File: src/rtl/branch_pkg.sv
// Shared types and helpers for the branch resolve queue.
package branch_pkg;

    localparam int unsigned PC_W = 32;
    localparam int unsigned CNT_STAT_W = 32;

    typedef struct packed {
        logic [31:0] pc;
        logic        pred_taken;
    } bq_entry_t;

    localparam int unsigned ENTRY_W = $bits(bq_entry_t);

    // Pointer width for a ring of the given depth; never narrower than one bit.
    function automatic int unsigned ptr_width(input int unsigned depth);
        return (depth < 2) ? 1 : $clog2(depth);
    endfunction

endpackage

File: src/rtl/bq_storage.sv
// DEPTH-entry register ring: one synchronous write port, one combinational read port.
module bq_storage
    import branch_pkg::*;
#(
    parameter int unsigned DEPTH = 8,
    parameter int unsigned PTR_W = 3
) (
    input  logic             clk,
    input  logic             wr_en,
    input  logic [PTR_W-1:0] wr_ptr,
    input  bq_entry_t        wr_data,
    input  logic [PTR_W-1:0] rd_ptr,
    output bq_entry_t        rd_data
);

    bq_entry_t mem [DEPTH];

    // Contents need no reset: validity is tracked entirely by the pointers.
    always_ff @(posedge clk) begin
        if (wr_en) begin
            mem[wr_ptr] <= wr_data;
        end
    end

    assign rd_data = mem[rd_ptr];

endmodule

File: src/rtl/branch_resolve_queue.sv
// In-order queue of in-flight branches; resolves the oldest, updates the predictor
// and squashes younger entries on a mispredict.
module branch_resolve_queue
    import branch_pkg::*;
#(
    parameter int unsigned DEPTH = 8
) (
    input  logic                     clk,
    input  logic                     rst,
    input  logic                     alloc_valid,
    output logic                     alloc_ready,
    input  logic [31:0]              alloc_pc,
    input  logic                     alloc_pred_taken,
    input  logic                     resolve_valid,
    input  logic                     resolve_taken,
    input  logic                     flush,
    output logic                     update_en,
    output logic [31:0]              update_pc,
    output logic                     actual_taken,
    output logic                     mispredict,
    output logic                     resolve_err,
    output logic [$clog2(DEPTH):0]   count,
    output logic [31:0]              branch_cnt,
    output logic [31:0]              mispredict_cnt
);

    localparam int unsigned PTR_W = ptr_width(DEPTH);
    localparam int unsigned CNT_W = $clog2(DEPTH) + 1;

    logic [PTR_W-1:0] head;
    logic [PTR_W-1:0] tail;
    logic [PTR_W-1:0] head_d;
    logic [PTR_W-1:0] tail_d;
    logic [CNT_W-1:0] count_d;

    logic      push_ok;
    logic      pop_ok;
    logic      mis_c;
    logic      err_c;
    logic      wr_en;
    bq_entry_t wr_data;
    bq_entry_t head_entry;

    bq_storage #(
        .DEPTH (DEPTH),
        .PTR_W (PTR_W)
    ) u_storage (
        .clk     (clk),
        .wr_en   (wr_en),
        .wr_ptr  (tail),
        .wr_data (wr_data),
        .rd_ptr  (head),
        .rd_data (head_entry)
    );

    assign alloc_ready = (count != CNT_W'(DEPTH));

    // Pop, push and squash decisions for this cycle.
    always_comb begin
        push_ok         = alloc_valid && alloc_ready;
        pop_ok          = resolve_valid && (count != '0);
        err_c           = resolve_valid && (count == '0);
        mis_c           = pop_ok && (resolve_taken != head_entry.pred_taken);
        wr_data.pc         = alloc_pc;
        wr_data.pred_taken = alloc_pred_taken;
        wr_en           = push_ok && !flush && !mis_c;
        head_d          = head;
        tail_d          = tail;
        count_d         = count;

        if (flush || mis_c) begin
            // Everything still queued, and any same-cycle push, is younger than the pop.
            head_d  = tail;
            count_d = '0;
        end else begin
            if (pop_ok) begin
                head_d = PTR_W'(head + PTR_W'(1));
            end
            if (push_ok) begin
                tail_d = PTR_W'(tail + PTR_W'(1));
            end
            count_d = CNT_W'(count + CNT_W'(push_ok) - CNT_W'(pop_ok));
        end
    end

    always_ff @(posedge clk) begin
        if (rst) begin
            head           <= '0;
            tail           <= '0;
            count          <= '0;
            update_en      <= 1'b0;
            update_pc      <= '0;
            actual_taken   <= 1'b0;
            mispredict     <= 1'b0;
            resolve_err    <= 1'b0;
            branch_cnt     <= '0;
            mispredict_cnt <= '0;
        end else begin
            head        <= head_d;
            tail        <= tail_d;
            count       <= count_d;
            update_en   <= pop_ok;
            mispredict  <= mis_c;
            resolve_err <= err_c;
            // A resolve is reported even under flush: that branch has executed.
            if (pop_ok) begin
                update_pc    <= head_entry.pc;
                actual_taken <= resolve_taken;
                branch_cnt   <= branch_cnt + 32'd1;
            end
            if (mis_c) begin
                mispredict_cnt <= mispredict_cnt + 32'd1;
            end
        end
    end

endmodule

File: config.mk
export PLATFORM = sky130hd
export DESIGN_NAME = branch_resolve_queue
export DESIGN_NICKNAME = d
export VERILOG_FILES = /design/src/rtl/branch_pkg.sv /design/src/rtl/bq_storage.sv /design/src/rtl/branch_resolve_queue.sv
export SDC_FILE = /design/constraint.sdc
export NUM_CORES = 1
export LEC_CHECK = 0
export CORE_MARGIN = 2
export CORE_UTILIZATION = 48
export DETAILED_ROUTE_END_ITERATION = 8
export GPL_ROUTABILITY_DRIVEN = 1
export PLACE_DENSITY_LB_ADDON = 0.3
export SYNTH_ARGS = -nofsm -noshare
export SYNTH_HDL_FRONTEND = slang
export SYNTH_HIERARCHICAL = 1
export SYNTH_SLANG_ARGS = --single-unit
export TNS_END_PERCENT = 5
File: constraint.sdc
create_clock -name clk -period 8.5 [get_ports clk]
set_input_delay 1.275 -clock clk [delete_from_list [all_inputs] [get_ports clk]]
set_output_delay 1.275 -clock clk [all_outputs]
set_load 0.01 [all_outputs]
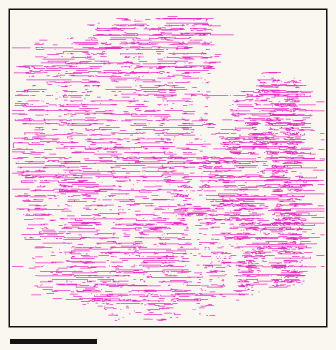
Figure 1: run 1, signal wires on met1.
Bar = 50 microns.
main direction: horizontal
wire length on this layer: 13400 microns
nets with wire on the layer: 1088
share of all routed wire: 43%

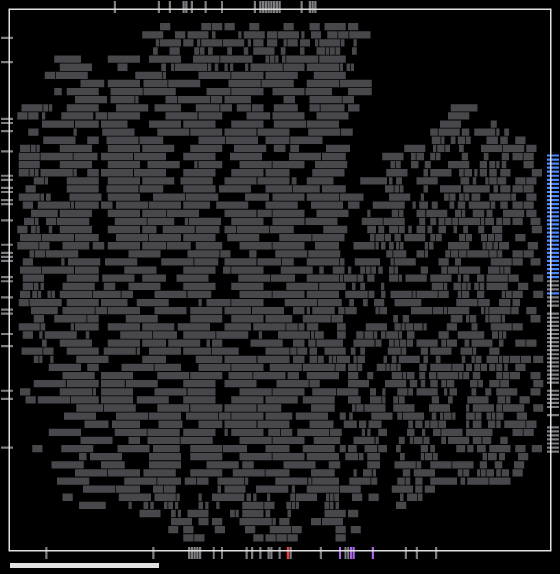
Figure 2: run 1, pin map.
Bar = 50 microns. Pins as bars across the die edge, other pins in grey.
[`count`] purple | pins: 4 | direction: output | edge: bottom
[`resolve_taken`] red | pins: 1 | direction: input | edge: bottom
[`branch_cnt`] blue | pins: 32 | direction: output | edge: right

==> metrics.csv, run 1 <==
stage;metric;value;unit
floorplan;die_w;181.0;microns
drt;wire_per_inst;19.84;microns
grt;grtUsageMet2;0.3228;
critical_path;cp.depth;8;
drt;wirelength;31100;microns
layout;buf_share;0.08242;
pwr;powerSeq;2.05;mW
synth;syn-cell-area;15040;sq um
critical_path;crit_start;head[0];
synth;synthCells;1005;
grt;track_usage;0.1903;
synth;ys_sh_simple;0.09765;
floorplan;taps;396;
drt;wl_met3;1913;microns
drt;met2_length;15220;microns
critical_path;worst_ep_required_time;8.62;ns
place;dp_hpwl;18800;microns
pwr;p_sw;0.9443;mW
flow_run;warnings;27;
synth;synthTopCellsByArea;edfxtp_1, dfxtp_1, mux4_2, mux2_2, a21oi_1;
hold_path;hold_end;update_pc[0];
critical_path;critPathCapture;u_storage/mem[1][14];
clock_tree;cts_resized;0;
clock_tree;postCtsHoldBufs;0;
layout;logic_area;4596;sq um
synth;top_area_frac;0.5270;
layout;num-nonclk-inverters;22;
final_timing;whs;0.4558;ns
floorplan;fp_util;0.4892;
layout;lay_top_count;edfxtp_1;
pwr;p_comb_frac;0.105;
place;io_buffer_count;143;
place;dp_slack;3.357;ns
pwr;peakVddDrop;0.1951;mV
floorplan;io_pins;144;
pwr;p_int;3.193;mW
place;post-place-cells;1492;
layout;stdcell_count;1567;
grt;antenna_found_initial;2;
clock_tree;cts_root_buf;clkbuf_16;
flow_run;cap_violations;0;
grt;grt_max_degree;93;
hold_path;worstHoldStart;update_pc[0];
final_timing;clock_skew;0.01581;ns
pwr;p_leak;5.620;nW
drt;top_layer_used;met5;
drt;dr_total_vias;9044;
layout;lay_top_cells;edfxtp_1, clkdlybuf4s50_1, dfxtp_1;
layout;comb_area_frac;0.2544;
grt;grt_use_met3;0.03568;
grt;grt_busiest_layer;met2;
critical_path;r2r_start;head[0];
clock_tree;cts_setup_buffers;0;
critical_path;reg2reg_depth;8;
layout;final.fill_count;2367;
synth;mux_share;0.1347;
final_timing;setup_viol;0;
synth;synthTopLogicFamily;multiplexers;
drt;drc;0;
drt;wl_met1;13370;microns
layout;area_growth;20.09;%
synth;compound_area_frac;0.05115;
outcome;status;complete, no violations;
synth;synth-adder-area-share;0.009648;
floorplan;rows;64;
final_timing;worst_pin_slew;1.251;ns
clock_tree;clk_pin_slew_worst_paths;0.06;ns
grt;use_met1;0.2552;
floorplan;die_y;181.0;microns
synth;avgSynthCellArea;14.97;sq um
critical_path;critPathLaunchType;flop;
floorplan;coreArea;30750;sq um
drt;ant_nets;0;
clock_tree;cts_tree;yes;
layout;logic_gates;549;
layout;clock_area_frac;0.07002;
place;gp_congestion;0.8000;
layout;area.share.sequential;0.5611;
synth;top_area_cell;edfxtp_1;
layout;utilization;0.5875;
pwr;p_per_area;229.0;nW/um^2
hold_path;hp-class;flop to flop;
floorplan;die-area;32770;sq um
final_timing;slew_violations;0;
final_timing;rsz0062_at_grt;no;
layout;nonClockBufferCount;151;
pwr;p_clk_frac;0.400;
final_timing;fin_tns_setup;0;ns
clock_tree;htree_levels;2;
pwr;clk-power;1.66;mW
final_timing;setup_ws;3.438;ns
final_timing;post-route-period-util;0.5955;
layout;seq_area;10140;sq um
final_timing;finalHoldViolations;0;
synth;yosys-stat-area;15040;sq um
synth;ys_types;46;
pwr;p_seq_frac;0.495;
pwr;power;4.138;mW
critical_path;r2r_end;u_storage/mem[1][14];
grt;overflow;0;
critical_path;crit_family;simple AND/OR/NAND/NOR gates;
critical_path;critical-path-max-stage-delay;1.04;ns
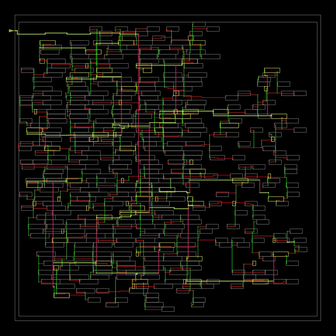
Figure 3: run 1, clock wiring as the flow saved it.
flop count: 374
Sinks on Clock Net: 374
Clock buffer cells: 54

run 1: sequential cells by signal, summed over array words and instances (netlist names), 3 cells and up:
register,flops
u_storage/mem,264
branch_cnt,32
mispredict_cnt,32
update_pc,32
count,4
head,3
tail,3
run 1: cells in the mapped netlist, drive strengths merged:
library cell and n:
and3 7, mux2 45, a21oi 76, o41ai 5, nor2 37, xor2 6, nand4b 1, nand4 21
o311ai 3, or2 5, and2 3, o2111a 1, buf 23, a21o 1, nor3 8, o21bai 1
o31ai 28, or3 9, nor3b 1, nand3 26, dfxtp 110, edfxtp 264, o221a 1, o211ai 2
nand2b 3, or4b 1, a31oi 1, xnor2 9, nor2b 9, mux4 66, nand2 95, or4 33
clkbuf 37, inv 22, mux2i 1, o21ai 10, ha 10, nor4 15, and4 6, fa 1
or3b 2
Figure 4. Sequential cells grouped by signal name (run 1).
Bar = 50 microns. Other sequential cells in the stronger grey, the rest of the logic in the fainter grey.
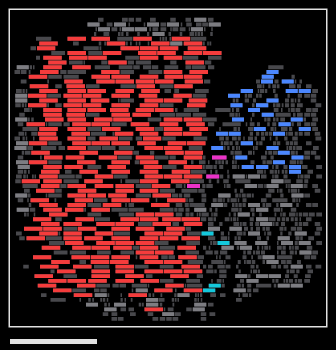

==> run 2, diff against run 1 <==
- clock period: 8.5 -> 4.15 ns (I/O delays scaled with it)
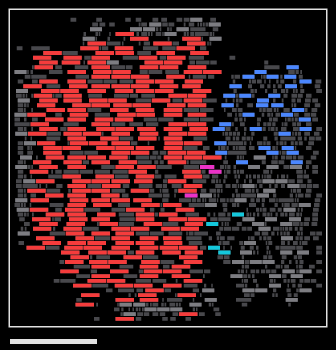
Figure 5: run 2, sequential cells grouped by signal name.
Bar = 50 microns. Other sequential cells in the stronger grey, the rest of the logic in the fainter grey.
[`branch_cnt`] blue | placed flops: 32
[`u_storage/mem`] red | placed flops: 264
[`count`] cyan | placed flops: 4
[`head`] magenta | placed flops: 3

==> run 2 against run 1 <==
Die area did not move; clock power grew 100%; cell area is 0.78% higher; routed wire length is 0.98% higher; worst setup slack got worse by 2.7 ns; register-to-register slack got worse by 2.7 ns; cell count grew 0.77%; via count rose by 0.23%; non-clock buffer count rose by 15; clock skew down 0.0051 ns; total power increased by 100%.
==> metrics.csv, run 2 <==
stage;metric;value;unit;change
critical_path;reg2reg_depth;8;;unchanged
synth;ff_type;edfxtp_1;;
clock_tree;cts_root_buf;clkbuf_16;;
clock_tree;postCtsHoldBufs;0;;unchanged
floorplan;fp_util;0.4892;;unchanged
synth;ys_types;46;;unchanged
layout;final.fill_count;2367;;unchanged
flow_run;warnings;28;;+3.7%
synth;syn-cell-area;15040;sq um;unchanged
floorplan;coreArea;30750;sq um;unchanged
synth;synthCells;1005;;unchanged
grt;antenna_found_initial;0;;-2
drt;wirelength;31400;microns;+0.98%
pwr;p_seq_frac;0.493;;-0.002
synth;top_area_cell;edfxtp_1;;
synth;yosys-stat-area;15040;sq um;unchanged
drt;wl_met3;1815;microns;-5.1%
floorplan;die_y;181.0;microns;unchanged
drt;dr_total_vias;9065;;+0.23%
place;dp_slack;0.7944;ns;-2.563 ns
clock_tree;clk_pin_slew_worst_paths;0.06;ns;about the same
clock_tree;htree_levels;2;;unchanged
final_timing;setup_viol;0;;unchanged
grt;track_usage;0.1940;;+0.003773
final_timing;slew_violations;0;;unchanged
synth;yosysMostFrequentCell;edfxtp_1;;
critical_path;worst_ep_required_time;4.37;ns;-4.25 ns
synth;top_area_frac;0.5270;;unchanged
synth;avgSynthCellArea;14.97;sq um;unchanged
drt;ant_nets;0;;unchanged
drt;drc;0;;unchanged
flow_run;cap_violations;0;;unchanged
clock_tree;cts_resized;0;;unchanged
synth;common_cells;edfxtp_1, dfxtp_1, nand2_1, a21oi_1, mux4_2;;
critical_path;r2r_end;u_storage/mem[6][2];;
final_timing;fin_tns_setup;0;ns;unchanged
final_timing;rsz0062_at_grt;no;;
layout;seq_area;10140;sq um;unchanged
critical_path;critical-path-max-stage-delay;0.54;ns;-0.50 ns
pwr;p_comb_frac;0.110;;+0.005
layout;utilization;0.5921;;+0.004558
layout;lay_top_count;edfxtp_1;;
pwr;p_leak;5.687;nW;+1.2%
layout;stdcell_count;1579;;+0.77%
hold_path;worstHoldStart;update_pc[23];;
grt;grt_max_degree;55;;-41%
pwr;p_clk_frac;0.397;;-0.003
layout;area_growth;21.03;%;
grt;grtUsageMet2;0.3289;;+0.006154
floorplan;io_pins;144;;unchanged
drt;met2_length;15460;microns;+1.6%
drt;wire_per_inst;19.89;microns;+0.21%
clock_tree;cts_setup_buffers;0;;unchanged
clock_tree;cts_tree;yes;;
final_timing;worst_pin_slew;0.9151;ns;-0.3361 ns
critical_path;critPathLaunchType;flop;;
final_timing;post-route-period-util;0.8102;;+0.2147
critical_path;critPathCapture;u_storage/mem[6][2];;
place;gp_congestion;0.7790;;-2.6%
synth;mux_share;0.1347;;unchanged
floorplan;die_w;181.0;microns;unchanged
critical_path;r2r_start;head[0];;
pwr;power;8.453;mW;+100%
final_timing;setup_ws;0.7878;ns;-2.650 ns
place;post-place-cells;1507;;+1.0%
critical_path;cp.depth;8;;unchanged
drt;wl_met1;13600;microns;+1.7%
hold_path;hp-class;flop to flop;;
hold_path;hold_end;update_pc[23];;
synth;synth-adder-area-share;0.009648;;unchanged
synth;synthTopCellsByArea;edfxtp_1, dfxtp_1, mux4_2, mux2_2, a21oi_1;;
grt;overflow;0;;unchanged
final_timing;finalHoldViolations;0;;unchanged
grt;use_met1;0.2634;;+0.008219
outcome;status;complete, no violations;;
synth;ys_sh_simple;0.09765;;unchanged
pwr;p_int;6.514;mW;+100%
place;io_buffer_count;143;;unchanged
pwr;p_per_area;464.3;nW/um^2;+100%
layout;logic_area;4602;sq um;+0.14%
synth;compound_area_frac;0.05115;;unchanged
floorplan;rows;64;;unchanged
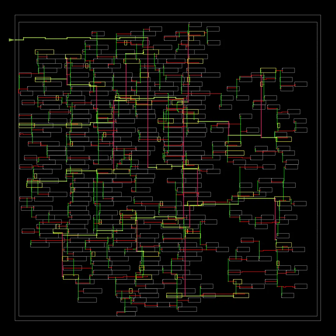
Figure 6: run 2, clock wiring as the flow saved it.
P_clk: 3.35 mW
Final Skew: 0.01071 ns

## run 2: worst min-delay path: cells and delay by family (launching register included)
| kind | cells | cell delay, ns |
|---|---|---|
| flip-flops | 1 | 0.31 |
| AND-OR/OR-AND | 1 | 0.05 |
| AND/OR/NAND/NOR | 1 | 0.05 |
## run 2: area by class of cell
class                   instances  area share
inverters                      22    0.004536
clock buffers                  56     0.05993
flip-flops and latches        374      0.5567
repair buffers                166     0.09072
multi-input cells             549      0.2528
clock inverters                16    0.008109
well taps                     396     0.02721
## run 2: power groups by stage
stage | clock network (mW) | logic, mW | registers, mW
detailed placement | 0 | 0.946 | 4.25
global route | 3.57 | 1.03 | 4.18
CTS | 3.41 | 0.951 | 4.17
global placement | 0 | 0.937 | 4.24
floorplan | 0 | 0.560 | 4.26
finish | 3.35 | 0.932 | 4.17
Figure 7. Layout detail (run 2).
Bar = 20 microns. Window x 66 to 116, y 102 to 152 microns. Cells in grey, sequential cells in the stronger grey; small squares are vias.
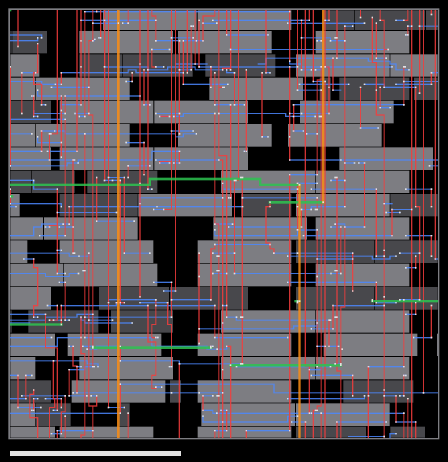

==> run 3, diff against run 2 <==
- clock period: 4.15 -> 3.5 ns (I/O delays scaled with it)
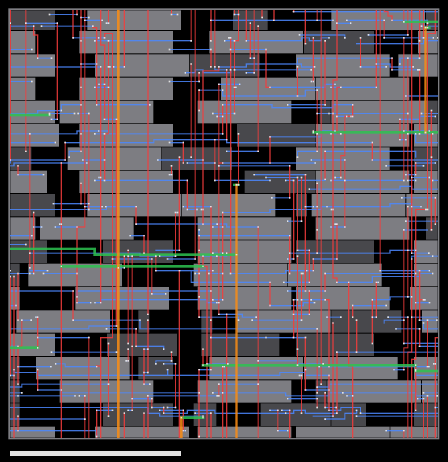
Figure 8: run 3, layout detail.
Bar = 20 microns. Window x 66 to 116, y 102 to 152 microns. Cells in grey, sequential cells in the stronger grey; small squares are vias.
[met2] red
[met4] orange
[met3] green
[met1] blue
sequential cells in the window: 44
netlist names of flops here include: `u_storage/mem` (44)
cells with their middle in the window: 68
most frequent: edfxtp_1 (44), mux4_2 (10), clkbuf_16 (5)

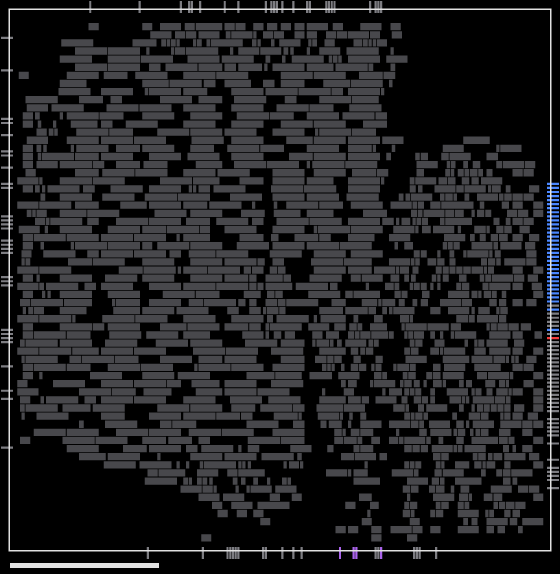
Figure 9: run 3, pin map.
Bar = 50 microns. Pins as bars across the die edge, other pins in grey.
[`branch_cnt`] blue | pins: 32 | direction: output | edge: right
[`resolve_taken`] red | pins: 1 | direction: input | edge: right
[`count`] purple | pins: 4 | direction: output | edge: bottom
all pins by edge: 69 right, 29 left, 24 top, 22 bottom

==> run 3 against run 2 <==
Routed wire length rose by 2.1%; synthesized cell count did not move; count of clock-buffer cells in the layout grew 3; largest power group unchanged; highest routed layer is now met5.
==> metrics.csv, run 3 <==
stage;metric;value;unit;change
clock_tree;cts_tree;yes;;
clock_tree;cts_setup_buffers;0;;unchanged
drt;dr_total_vias;9128;;+0.69%
pwr;comb_cell_power;1.14;mW;+22%
pwr;swShare;0.2251;;
critical_path;crit_type;flop to flop;;
clock_tree;cts_sinks;374;;
synth;yosysMostFrequentCell;edfxtp_1;;
critical_path;slowest_stage;mux4_1;;
synth;synth-adder-area-share;0.009648;;unchanged
drt;drt-pass1-iter-count;5;;
floorplan;fp_util;0.4892;;unchanged
grt;grtUsageMet2;0.3266;;-0.002308
clock_tree;cts_buffers;39;;
drt;drc;0;;unchanged
drt;wirelength;32060;microns;+2.1%
layout;lay_top_cells;edfxtp_1, clkdlybuf4s50_1, dfxtp_1;;
synth;edf_count;264;;
pwr;p_clk_frac;0.397;;about the same
layout;lay_top_count;edfxtp_1;;
clock_tree;htree_levels;2;;unchanged
place;gp_congestion;0.8111;;+4.1%
synth;avgSynthCellArea;14.97;sq um;unchanged
hold_path;hp-class;input pin to flop;;
drt;ant_nets;0;;unchanged
drt;wl_met3;1818;microns;+0.17%
grt;grt_pass1_wl;50810;microns;
floorplan;rows;64;;unchanged
floorplan;io_pins;144;;unchanged
layout;drive_gt1_frac;0.1769;;
critical_path;path_cells;mux4_1 -> mux2_4 -> xnor2_2 -> nor3_4 -> nor3_2 -> nand2_1 -> nor3_4 -> buf_4;;
synth;yosys_cells;1005;;
pwr;powerSeq;4.94;mW;+18%
pwr;p_leak;5.732;nW;+0.79%
synth;synthTopLogicFamily;multiplexers;;
final_timing;slew_headroom;0.3106;;
final_timing;rsz0062_at_grt;no;;
layout;utilization;0.5939;;+0.001831
critical_path;worstSetupEndpointType;flop;;
synth;mux_share;0.1347;;unchanged
critical_path;critPathMostFrequentCell;nor3_4;;
flow_run;cap_violations;0;;unchanged
clock_tree;clk_latency;0.51;ns;
final_timing;worst_pin_slew;1.034;ns;+0.1189 ns
drt;wire_per_inst;20.22;microns;+1.7%
synth;common_cells;edfxtp_1, dfxtp_1, nand2_1, a21oi_1, mux4_2;;
final_timing;setup_ws;0.3252;ns;-0.4625 ns
pwr;p_per_area;551.9;nW/um^2;+19%
synth;ys_sh_simple;0.09765;;unchanged
drt;viasPerCell;5.759;;
clock_tree;clockBufferDepth;3;;
critical_path;critical-path-max-stage-delay;0.55;ns;about the same
synth;syn-cell-area;15040;sq um;unchanged
outcome;status;complete, no violations;;
synth;ys_warn_count;6;;
synth;ys_seq_frac;0.6734;;
final_timing;fin_tns_setup;0;ns;unchanged
critical_path;worst_ep_required_time;3.66;ns;-0.71 ns
synth;floorplan.nets;1055;;
critical_path;cp_max_fo;23;;
floorplan;die-area;32770;sq um;
pwr;p_int;7.810;mW;+20%
synth;synth-async-reset-ratio;0;;
grt;grt_busiest_layer;met2;;
drt;wl_met1;14080;microns;+3.6%
critical_path;crit_family;simple AND/OR/NAND/NOR gates;;
final_timing;post-route-period-util;0.9071;;+0.09690
synth;top_area_frac;0.5270;;unchanged
pwr;peakVddDrop;0.3967;mV;
synth;yosys-stat-area;15040;sq um;unchanged
layout;largest_register;u_storage/mem;;
synth;synthTopCellsByArea;edfxtp_1, dfxtp_1, mux4_2, mux2_2, a21oi_1;;
synth;synthCells;1005;;unchanged
layout;stdcell_count;1585;;+0.38%
grt;use_met1;0.2714;;+0.007942
layout;nets;1209;;
pwr;power_leader;registers;;
place;io_buffer_count;143;;unchanged
grt;antenna_found_initial;3;;+3
floorplan;die_y;181.0;microns;unchanged
grt;grt_max_degree;55;;unchanged
drt;top_layer_used;met5;;
synth;compound_area_frac;0.05115;;unchanged
final_timing;finalHoldViolations;0;;unchanged
synth;ff_type;edfxtp_1;;
flow_run;warnings;28;;unchanged
synth;synth_flop_count;374;;
final_timing;slew_violations;0;;unchanged
layout;design_area;18260;sq um;
synth;top_area_cell;edfxtp_1;;
drt;drtIter0Drc;803;;
pwr;clk-power;4.00;mW;+19%
layout;area_growth;21.40;%;
critical_path;arrival;3.34;ns;
pwr;p_comb_frac;0.113;;+0.003
final_timing;finalCriticalPeriod;3.175;ns;
grt;track_usage;0.1975;;+0.003461
drt;met2_length;15640;microns;+1.2%
grt;grt_pass1_vias;9027;;
clock_tree;cts_root_buf;clkbuf_16;;
synth;synth-xor-area-share;0.008733;;
grt;grt_use_met3;0.04092;;
layout;largest_reg_flops;264;;
critical_path;critPathLaunchType;flop;;
place;post-place-cells;1514;;+0.46%
pwr;p_sw;2.269;mW;
critical_path;worst-path-buf-inv;1;;
clock_tree;postCtsHoldBufs;0;;unchanged
pwr;power;10.08;mW;+19%
place;dp_hpwl;19440;microns;
floorplan;die_w;181.0;microns;unchanged
clock_tree;clk_pin_slew_worst_paths;0.06;ns;about the same
final_timing;fmax;0.3150;GHz;
final_timing;whs;0.4055;ns;
pwr;p_seq_frac;0.490;;-0.003
place;place_area;17020;sq um;
grt;overflow;0;;unchanged
clock_tree;cts_resized;0;;unchanged
final_timing;setup_viol;0;;unchanged
floorplan;coreArea;30750;sq um;unchanged
synth;ys_types;46;;unchanged
final_timing;clock_skew;0.009042;ns;-0.001663 ns
place;dp_slack;0.3451;ns;-0.4492 ns
==> run 3: cell counts after synthesis <==
Identical to the previous run, type by type.
==> run 3: final timing paths <==
| kind | startpoint | end | slack, ns | cells after the start |
|---|---|---|---|---|
| worst min-delay path | rst | mispredict_cnt[23] | 0.41 | 2 |
| worst max-delay path | head[0] | u_storage/mem[4][17] | 0.33 | 8 |
| worst min register to register | update_pc[11] | update_pc[11] | 0.45 | 2 |
| worst max register to register | head[0] | u_storage/mem[4][17] | 0.33 | 8 |
==> run 3: area by class of cell <==
class	instances	area (sq um)
timing repair buffer	173	1667
clock buffer	59	1144
fill	2333	12490
sequential	374	10140
multi-input combinational	549	4636
tap	396	495.5
antenna	2	5.005
clock inverter	10	97.59
inverter	22	82.58
Power is estimated from default activity; no workload was simulated.
